==> config.mk <==
export PLATFORM = sky130hd
export DESIGN_NAME = forwarding_control
export DESIGN_NICKNAME = d
export VERILOG_FILES = /design/src/rtl/pipe_pkg.sv /design/src/rtl/fwd_select.sv /design/src/rtl/forwarding_control.sv
export SDC_FILE = /design/constraint.sdc
export NUM_CORES = 1
export LEC_CHECK = 0
export CELL_PAD_IN_SITES_DETAIL_PLACEMENT = 1
export CELL_PAD_IN_SITES_GLOBAL_PLACEMENT = 1
export CORE_UTILIZATION = 41
export CTS_BUF_LIST = sky130_fd_sc_hd__clkbuf_16
export CTS_CLUSTER_SIZE = 40
export DETAILED_ROUTE_END_ITERATION = 8
export PLACE_DENSITY_LB_ADDON = 0.25
export SYNTH_ARGS = -nofsm -noshare
export SYNTH_HDL_FRONTEND = slang
export SYNTH_HIERARCHICAL = 1
export SYNTH_SLANG_ARGS = --single-unit
export TNS_END_PERCENT = 20
==> constraint.sdc <==
create_clock -name clk -period 7 [get_ports clk]
set_clock_uncertainty 0.15 [all_clocks]
set_input_delay 1.4 -clock clk [delete_from_list [all_inputs] [get_ports clk]]
set_output_delay 1.4 -clock clk [all_outputs]
set_load 0.02 [all_outputs]
power_grid.png
Drawn at 4 px/um. Pins as bars on the die edge.
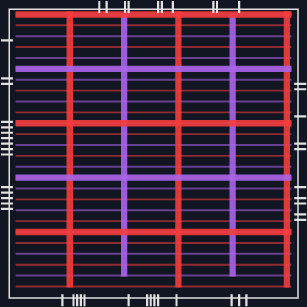
VDD: drawn in purple. VSS: drawn in red.
5 straps on met5. 5 straps on met4. 49 signal pins sit on the boundary.
chip height: 71.8 um
Worst VDD drop: 0.101 mV
area of the core: 0.00469 sq mm

layer_met2.png
Drawn at 4 px/um.
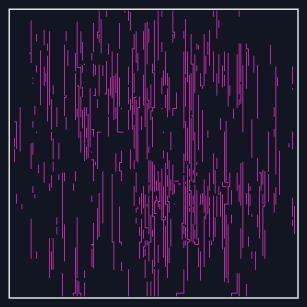
The layer holds 46% of the routed length. 236 nets have wire on it. The wires run mostly vertical. The longest straight run is 26.9 um. The layer carries 2290 um of wire.
GRT met2 Usage: 0.316
total number of vias: 1607
drt total wl: 4.96 mm

cell_density.png
Drawn at 4 px/um. 7 x 7 tiles, from black (low) to pale yellow (high), 0 to 100% covered.
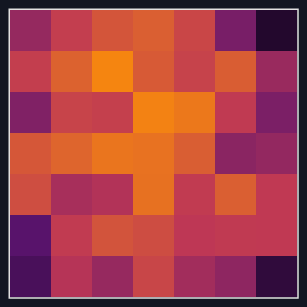
The fullest tile reaches 73%. The mean over all tiles is 50%.
Core Util, Final: 0.565
fp util: 0.426

clocks.png
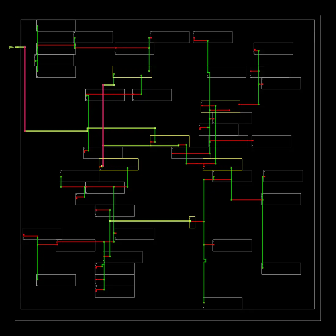
flop count: 38
clock buffers: 5
Clock Sinks: 38

flops_by_reg.png
Drawn at 4 px/um.
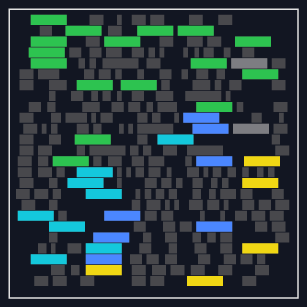
dm_tag: drawn in blue, flops 7. stall_cnt: drawn in green, flops 16. ex_tag: drawn in cyan, flops 8. RW_wb: drawn in yellow, flops 5.
Seq power: 0.241 mW
FF+latch area: 951 sq um
flop share of the area: 0.359

==> impl_metrics.yaml <==
# yosys + openroad results
finish:
  final_area_sq_mm: 0.00265
  drive_gt1_frac: 0.0890
  area_growth_pct: 32.5
  comb_area_sq_um: 970
  fin_nets: 259
  n_antenna_cell: 0
  largest_register_ff_count: 16
  nFillCells: 516
floorplanning:
  fp.dieW_um: 71.8
  io_pins: 49
  die-area_sq_mm: 0.00516
  row_count: 25
worst_setup_path:
  crit_type: "in -> out"
  end_kind: "output port"
  path_cells: "clkdlybuf4s50_1, or4_4, nor2_2, and3b_1, and2_1, nor2b_1, o21ai_2, buf_4, and2_1, clkdlybuf4s50_1"
  startpoint_type: "input pin"
  cp_data_arrival_time_ps: 4550
  ff2ff_path_depth: 8
  critical_path_required_ps: 5450
  worst-path-max-fanout: 9
  max_stage_delay_ps: 600
  cp_slowest_cell: "clkdlybuf4s50_1"
  reg2reg_slack_ps: 4170
cts:
  ctsRootBufferMaster: "clkbuf_16"
  cts_tree: "built"
  cts_buffers: 5
  clk_pin_slew_ps: 50
  htree_levels: 2
  postCtsHoldBufs: 0
  cts.repair.resized: 0
  post-cts-setup-buffers: 0
  cts_buffer_depth: 2
  clock_latency_ps: 280
place:
  placed_area_sq_mm: 0.00252
  gp_congestion: 0.765
  post-place-ws_ps: 945
  numPortBuffers: 48
  post-dp-hpwl_mm: 3.62
global_route:
  grt_pass1_vias: 1637
  track_usage: 0.206
  grt_overflow_total: 0
  grt_max_degree: 39
  grt_pass1_wl_mm: 8.01
  antenna_found_initial: 0
detailed_routing:
  avgRoutedWirePerCell_um: 17.1
  drtIter0Drc: 107
  ant_nets: 0
  drcViolationCount: 0
  vias_per_cell: 5.54
  firstDrtPassIters: 4
sta:
  fmax_ghz: 0.164
  worst_slew_pin_slew_ps: 528
  finalSetupViolCount: 0
  hold_viol: 0
  slew_headroom: 0.648
  fin_tns_setup_ps: 0
  timing.final.crit_period_ps: 6100
  slew_violations: 0
  rsz0062_at_grt: "false"
  fin_crit_sh: 0.872
  fin_ws_ps: 896
yosys:
  avgSynthCellArea_sq_um: 10.7
  yosys_warnings: 6
  syn_nets: 208
  syn-cell-area_sq_mm: 0.00200
  syn_inst: 186
hold_path:
  hp-class: "reg -> reg"
  min_path_cells: 0
job:
  warnings: 26
  cap_violations: 0
run_status:
  status: "finished clean"
power_and_ir_drop:
  leakagePower_nw: 1.12
  p_per_area_mw_per_mm2: 191
cells in the final DEF, fill, tap and decap left out, types with 3 or more instances in the layout:
cell type,count
xnor2_1,21
clkbuf_16,5
and3_1,3
and2_1,12
nand2_1,6
nor2_1,7
o21ai_0,3
nand4_1,6
clkdlybuf4s50_1,48
dfrtp_1,38
o211ai_1,3
and4_1,3
inv_1,10
nor2_2,3
xor2_1,14
nand3_1,9
nor3_1,10
nor3b_1,3
metrics by stage:
stage | hold slack [ps] | instances | total power, mW
final | 265 | 290 | 0.506
after global placement | 240 | 284 | 0.303
after CTS | 268 | 290 | 0.511
after global routing | 278 | 290 | 0.525
after detailed placement | 255 | 284 | 0.304
after floorplan | 223 | 186 | 0.274
worst max-delay path: cells and delay by family:
kind | cells | cell delay (ps)
buf+inv | 3 | 1340
simple gates | 6 | 1430
compound gates | 1 | 370
power by group:
| group | switching [mW] | internal (mW) |
|---|---|---|
| Clock | 0.0788 | 0.126 |
| Combinational | 0.0279 | 0.0324 |
| Sequential | 0.0120 | 0.228 |
cell type report:
| class | instances | area share |
|---|---|---|
| Clock buffer | 5 | 0.0472 |
| Multi-Input combinational cell | 132 | 0.366 |
| Clock inverter | 1 | 0.00142 |
| Timing Repair Buffer | 50 | 0.187 |
| Tap cell | 54 | 0.0255 |
| Inverter | 10 | 0.0142 |
| Sequential cell | 38 | 0.359 |
routing by layer:
| metal | wire, um | GRT usage | vias to the layer above |
|---|---|---|---|
| li1 | - | - | 749 |
| met1 | 2380 | 0.298 | 800 |
| met2 | 2290 | 0.316 | 49 |
| met3 | 230 | 0.0380 | 9 |
| met4 | 61 | 0.0610 | 0 |
| met5 | 0 | 0 | - |
Power and IR drop assume default switching activity.
